$ cat config.mk
export PLATFORM = sky130hd
export DESIGN_NAME = maxpool2x2_ctrl
export DESIGN_NICKNAME = d
export VERILOG_FILES = /design/src/rtl/pool_pkg.sv /design/src/rtl/maxpool2x2_ctrl_max4.sv /design/src/rtl/maxpool2x2_ctrl.sv
export SDC_FILE = /design/constraint.sdc
export NUM_CORES = 1
export LEC_CHECK = 0
export CORE_MARGIN = 4
export CORE_UTILIZATION = 62
export DETAILED_ROUTE_END_ITERATION = 6
export GPL_TIMING_DRIVEN = 0
export MAX_ROUTING_LAYER = met4
export PLACE_DENSITY = 0.89
export RECOVER_POWER = 50
export SLEW_MARGIN = 15
export SYNTH_ARGS = -nofsm -noshare
export SYNTH_HDL_FRONTEND = slang
export SYNTH_SLANG_ARGS = --single-unit
$ cat constraint.sdc
create_clock -name clk -period 6.4 [get_ports clk]
set_input_delay 1.92 -clock clk [delete_from_list [all_inputs] [get_ports clk]]
set_output_delay 1.92 -clock clk [all_outputs]
set_load 0.02 [all_outputs]
$ cat src/rtl/pool_pkg.sv
// Shared types and helpers for the 2x2 max-pooling controller.
package pool_pkg;

    typedef enum logic {
        FILL = 1'b0,
        POOL = 1'b1
    } state_t;

    // Counter width for a 0..n-1 count; never narrower than one bit.
    function automatic int cnt_w(input int n);
        return (n > 1) ? $clog2(n) : 1;
    endfunction

endpackage

$ cat src/rtl/maxpool2x2_ctrl_max4.sv
// Four-input signed maximum, purely combinational, no width growth.
// Ties resolve to the earlier operand (a > b > c > d).
module maxpool2x2_ctrl_max4 #(
    parameter int DATA_WIDTH = 16
) (
    input  logic signed [DATA_WIDTH-1:0] a,
    input  logic signed [DATA_WIDTH-1:0] b,
    input  logic signed [DATA_WIDTH-1:0] c,
    input  logic signed [DATA_WIDTH-1:0] d,
    output logic signed [DATA_WIDTH-1:0] y
);

    logic signed [DATA_WIDTH-1:0] ab;
    logic signed [DATA_WIDTH-1:0] cd;

    always_comb begin
        ab = (b > a) ? b : a;
        cd = (d > c) ? d : c;
        y  = (cd > ab) ? cd : ab;
    end

endmodule

$ cat src/rtl/maxpool2x2_ctrl.sv
// Streaming 2x2/stride-2 signed max-pool: buffers even rows, pools on odd rows.
// Latency: result registered on the edge accepting the window's last pixel.
// Backpressure: in_ready drops whenever a result is pending and out_ready is low.
module maxpool2x2_ctrl
    import pool_pkg::*;
#(
    parameter int DATA_WIDTH = 16,
    parameter int IMG_W      = 28,
    parameter int IMG_H      = 28
) (
    input  logic                  clk,
    input  logic                  rst_n,
    input  logic                  in_valid,
    output logic                  in_ready,
    input  logic [DATA_WIDTH-1:0] in_data,
    output logic                  out_valid,
    input  logic                  out_ready,
    output logic [DATA_WIDTH-1:0] out_data,
    output logic                  frame_done,
    output logic                  busy
);

    localparam int CW = cnt_w(IMG_W);
    localparam int RW = cnt_w(IMG_H);
    localparam logic [CW-1:0] COL_MAX = CW'(IMG_W - 1);
    localparam logic [RW-1:0] ROW_MAX = RW'(IMG_H - 1);

    generate
        if ((IMG_W % 2) != 0 || (IMG_H % 2) != 0 || IMG_W < 2 || IMG_H < 2) begin : g_bad_dims
            $error("maxpool2x2_ctrl: IMG_W and IMG_H must be even and >= 2");
        end
    endgenerate

    state_t                state;
    state_t                state_nxt;
    logic [CW-1:0]         col;
    logic [RW-1:0]         row;
    logic [DATA_WIDTH-1:0] line_buf [IMG_W];
    logic [DATA_WIDTH-1:0] hold_reg;
    logic [DATA_WIDTH-1:0] max_y;
    logic [CW-1:0]         col_even;
    logic                  beat;
    logic                  col_last;
    logic                  row_last;
    logic                  load;
    logic                  out_last;

    assign in_ready = !out_valid || out_ready;
    assign beat     = in_valid && in_ready;
    assign col_last = (col == COL_MAX);
    assign row_last = (row == ROW_MAX);
    assign load     = beat && (state == POOL) && col[0];
    assign col_even = col & ~CW'(1);

    always_comb begin
        state_nxt = state;
        if (beat && col_last) begin
            state_nxt = (state == FILL) ? POOL : FILL;
        end
    end

    always_ff @(posedge clk or negedge rst_n) begin
        if (!rst_n) begin
            state <= FILL;
            col   <= '0;
            row   <= '0;
        end else begin
            state <= state_nxt;
            if (beat) begin
                if (col_last) begin
                    col <= '0;
                    row <= row_last ? '0 : row + RW'(1);
                end else begin
                    col <= col + CW'(1);
                end
            end
        end
    end

    // Storage is always written before it is read, so it carries no reset.
    always_ff @(posedge clk) begin
        if (beat) begin
            if (state == FILL) begin
                line_buf[col] <= in_data;
            end else if (!col[0]) begin
                hold_reg <= in_data;
            end
        end
    end

    maxpool2x2_ctrl_max4 #(
        .DATA_WIDTH (DATA_WIDTH)
    ) u_max4 (
        .a (line_buf[col_even]),
        .b (line_buf[col]),
        .c (hold_reg),
        .d (in_data),
        .y (max_y)
    );

    always_ff @(posedge clk or negedge rst_n) begin
        if (!rst_n) begin
            out_valid <= 1'b0;
            out_data  <= '0;
            out_last  <= 1'b0;
            busy      <= 1'b0;
        end else begin
            if (load) begin
                out_valid <= 1'b1;
                out_data  <= max_y;
                out_last  <= row_last && col_last;
            end else if (out_ready) begin
                out_valid <= 1'b0;
            end
            // A new frame starting in the frame_done cycle keeps busy high.
            if (beat && row == '0 && col == '0) begin
                busy <= 1'b1;
            end else if (frame_done) begin
                busy <= 1'b0;
            end
        end
    end

    // Registered last-pixel tag qualified by the live handshake, so the pulse
    // lands exactly on the cycle the final result is taken, even after a stall.
    assign frame_done = out_valid && out_ready && out_last;

endmodule

Figure 1. Track usage over the die.
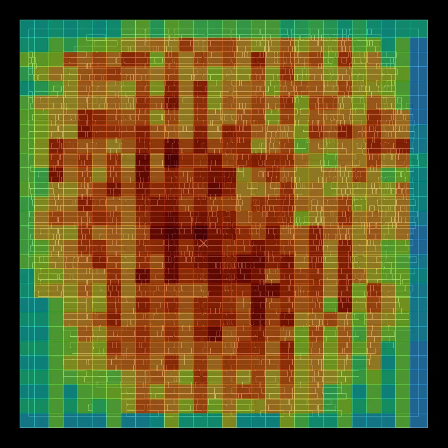
final core utilization: 0.7332
Global Route met1 Usage: 0.4519
gr busiest metal: met2
detail-routed net length per standard cell: 33.07 um
Total Routing Usage GR: 0.3564

Figure 2. Sizing map.
Scale: 2 px per um.
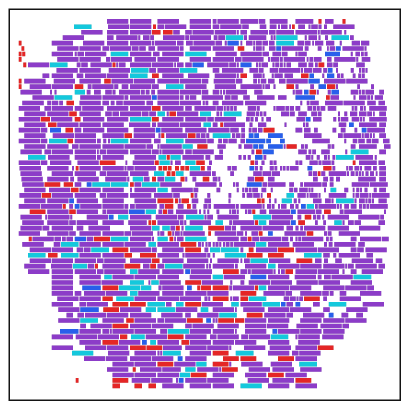
- cyan: _6 and larger (cells 106)
- red: _2 cells (cells 162)
- purple: _0 and _1 cells (cells 1211)
- blue: _3 and _4 cells (cells 58)

Figure 3. Cell classes on the final placement.
Scale: 2 px per um. Fill, decap, tap and diode cells in gray.
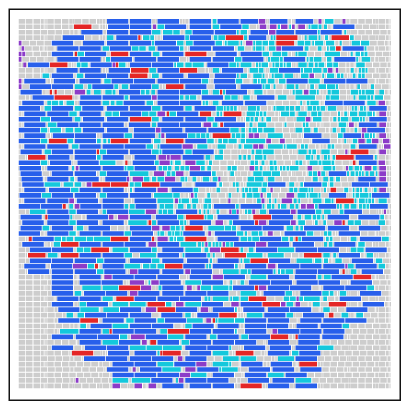
- blue: flops (cells 494; share of their area 59%)
- cyan: combinational and other logic (cells 809; share of their area 29%)
- purple: other buffers and delay cells (cells 146; share of their area 5.4%)
- red: clock drivers and dummy loads (cells 88; share of their area 6.6%)
fraction of standard cell area that is sequential: 0.5812
std cell rows: 68
core area: 34460 um2

==> results_slide.txt <==
Flow Results at a Glance

Worst setup path
  – Kind of critical path: flip-flop to flip-flop
  – Maximum net fanout on the critical path: 10
  – Arrival time at the worst endpoint: 6.76 ns
  – CP Launch Type: flip-flop
  – Longest individual stage delay on the worst path: 0.42 ns

Detailed routing
  – Number of remaining DRC errors: 3
  – Post-detailed-route via-to-cell ratio: 7.210
  – Violation tally from detailed-route iteration zero: 2540
  – Post-route ant nets: 0
  – Count of TritonRoute iterations in the first routing pass: 7
  – Via Count: 14380

Die
  – Total I/O pin count: 40
  – Core utilization before placement: 0.6273
  – Die Y: 194.7 um
  – Horiz. Die Dim: 194.7 um

Timing
  – Slew headroom: -0.2207
  – Final worst slack: 0.1069 ns
  – Final critical delay including setup and external delays: 6.293 ns
  – Final hold violation count: 0
  – Cycle use final: 0.9833
  – Number of setup violations in the final report: 0
  – Min Hold Slack: 0.4996 ns
  – Final Slew Violations: 31
  – Top achievable clock speed: 158.9 MHz

Pwr
  – Share of total power consumed by net switching: 0.4084
  – Combinational group share of total power: 0.498
  – Clock power frac: 0.221
  – Standby leakage power: 0.008744 uW
  – Power Density: 532.4 nW/um2
  – Max IR drop VDD: 448.8 uV
  – Seq pwr share: 0.281
  – Switching power total: 5493 uW

Status
  – Status: finished with violations
  – Failing checks: DRC, capacitance limit, slew limit

Logic synthesis
  – Number of unique standard cell types used by synthesis: 68
  – Leading cell types by total area after synthesis: sky130_fd_sc_hd__edfxtp_1 64%, sky130_fd_sc_hd__mux2i_1 6.6%, sky130_fd_sc_hd__mux4_2 4.8%, sky130_fd_sc_hd__dfrtp_1 3.5%, sky130_fd_sc_hd__ha_1 3.1%
  – Registers, synthesis: 494
  – Commonest register cell after synthesis: sky130_fd_sc_hd__edfxtp_1
  – Post-synthesis average cell area: 15.74 um2
  – Mapped Cells: 1373
  – Asr flop ratio synth: 0.06073

Clock tree
  – Insertion delay to the later sink of the worst-skew pair: 0.57 ns
  – Count of instances resized after the clock tree is built: 89
  – Clock transition at the registers of the reported paths: 0.06 ns
  – Max Root-Sink Buffers: 3

Flow run
  – Max-cap viol count: 1

Placed design
  – Post-placement setup slack: -1.859 ns
  – Sum of net half-perimeters after detailed placement: 42.31 mm

GRT
  – Pin count of the biggest net entering global routing: 32
  – Via count of the first global-routing pass: 14110
  – Number of antenna violations at the first check in global routing: 2

Layout
  – Relative area change from synthesis to final layout: 16.88%
  – Fraction of layout cells with a size suffix above 1: 0.2121
  – Largest register FFs: 448

Hold path
  – Worst min-delay path class: flip-flop to flip-flop
[layout make-up]
| type | count | area (um2) |
|---|---|---|
| Timing Repair Buffer | 80 | 785.8 |
| Multi-Input combinational cell | 775 | 6928 |
| Sequential cell | 494 | 14680 |
| Buffer | 66 | 535.5 |
| Inverter | 34 | 127.6 |
| Clock inverter | 31 | 392.9 |
| Clock buffer | 57 | 1235 |
| Fill cell | 1958 | 9195 |
| Tap cell | 455 | 569.3 |
| Antenna cell | 2 | 5.005 |
[path summary, 6_finish.rpt]
path,to,start,cells past startpoint
min in group asynchronous,row[1],rst_n,1
setup / recovery,out_data[4],col[1],25
hold reg to reg,out_last,out_last,2
hold / removal,out_last,out_last,2
setup reg to reg,out_data[4],col[1],25
max in group asynchronous,out_data[7],rst_n,1
[through the flow]
| stage | cells | power (uW) | setup TNS (ns) | util | cell area, um2 |
|---|---|---|---|---|---|
| 4_1_cts | 1985 | 12810 | 0 | 0.7229 | 24910 |
| 3_3_place_gp | 1867 | 9380 | -26.35 | 0.6551 | 22570 |
| 2_1_floorplan | 1373 | 7557 | 0 | - | 21610 |
| 5_1_grt | 1994 | 13980 | -0.1272 | 0.7332 | 25260 |
| 6_report | 1994 | 13450 | 0 | 0.7332 | 25260 |
| 3_5_place_dp | 1893 | 9485 | -26.45 | 0.6656 | 22930 |
[routing by layer]
layer / vias to the layer above / wire, um / track usage
li1: 5715 / - / -
met1: 7041 / 22100 / 0.4519
met2: 1339 / 30850 / 0.5454
met3: 282 / 9352 / 0.1035
met4: 0 / 3639 / 0.1521
met5: - / 0 / -
[kinds of logic after synthesis]
| group | after synthesis | synth area share |
|---|---|---|
| DFF | 494 | 0.6794 |
| and+or+nand+nor | 269 | 0.05974 |
| AOI/OAI and AO/OA | 239 | 0.07618 |
| muxes | 210 | 0.1293 |
| buffers and inverters | 104 | 0.02298 |
| adders and majority gates | 54 | 0.03126 |
| xor gates and xnor gates | 3 | 0.001216 |
[placed cells by master (no fill, tap or decap), types with 25 or more instances in the layout]
cell                        Yosys  final
sky130_fd_sc_hd__edfxtp_1     464    464
sky130_fd_sc_hd__mux2i_1      143    135
sky130_fd_sc_hd__nand2_1       69     68
sky130_fd_sc_hd__a21oi_1       46     41
sky130_fd_sc_hd__nor2_1        70     44
sky130_fd_sc_hd__dfrtp_1       30     30
sky130_fd_sc_hd__mux4_2        46     46
sky130_fd_sc_hd__ha_1          54     54
sky130_fd_sc_hd__buf_4         17     25
sky130_fd_sc_hd__o22ai_1       42     38
sky130_fd_sc_hd__inv_1         32     32
sky130_fd_sc_hd__clkbuf_16      0     48
sky130_fd_sc_hd__nand3_1       32     31
[critical path: cells and delay by family (launching register included)]
kind	cells	cell delay, ns
compound gates	8	1.92
fa+ha+maj	2	0.70
buf+inv	7	1.58
flops	1	0.39
mux	1	0.36
simple gates	7	1.22
[power groups by stage]
stage / Sequential (uW) / Combinational (uW) / Clock (uW)
after floorplan: 3880 / 3680 / 0
after detailed placement: 3840 / 5650 / 0
final: 3780 / 6700 / 2970
after global routing: 3790 / 7080 / 3110
after global placement: 3840 / 5540 / 0
after CTS: 3780 / 6080 / 2950
Power and IR drop assume default switching activity.
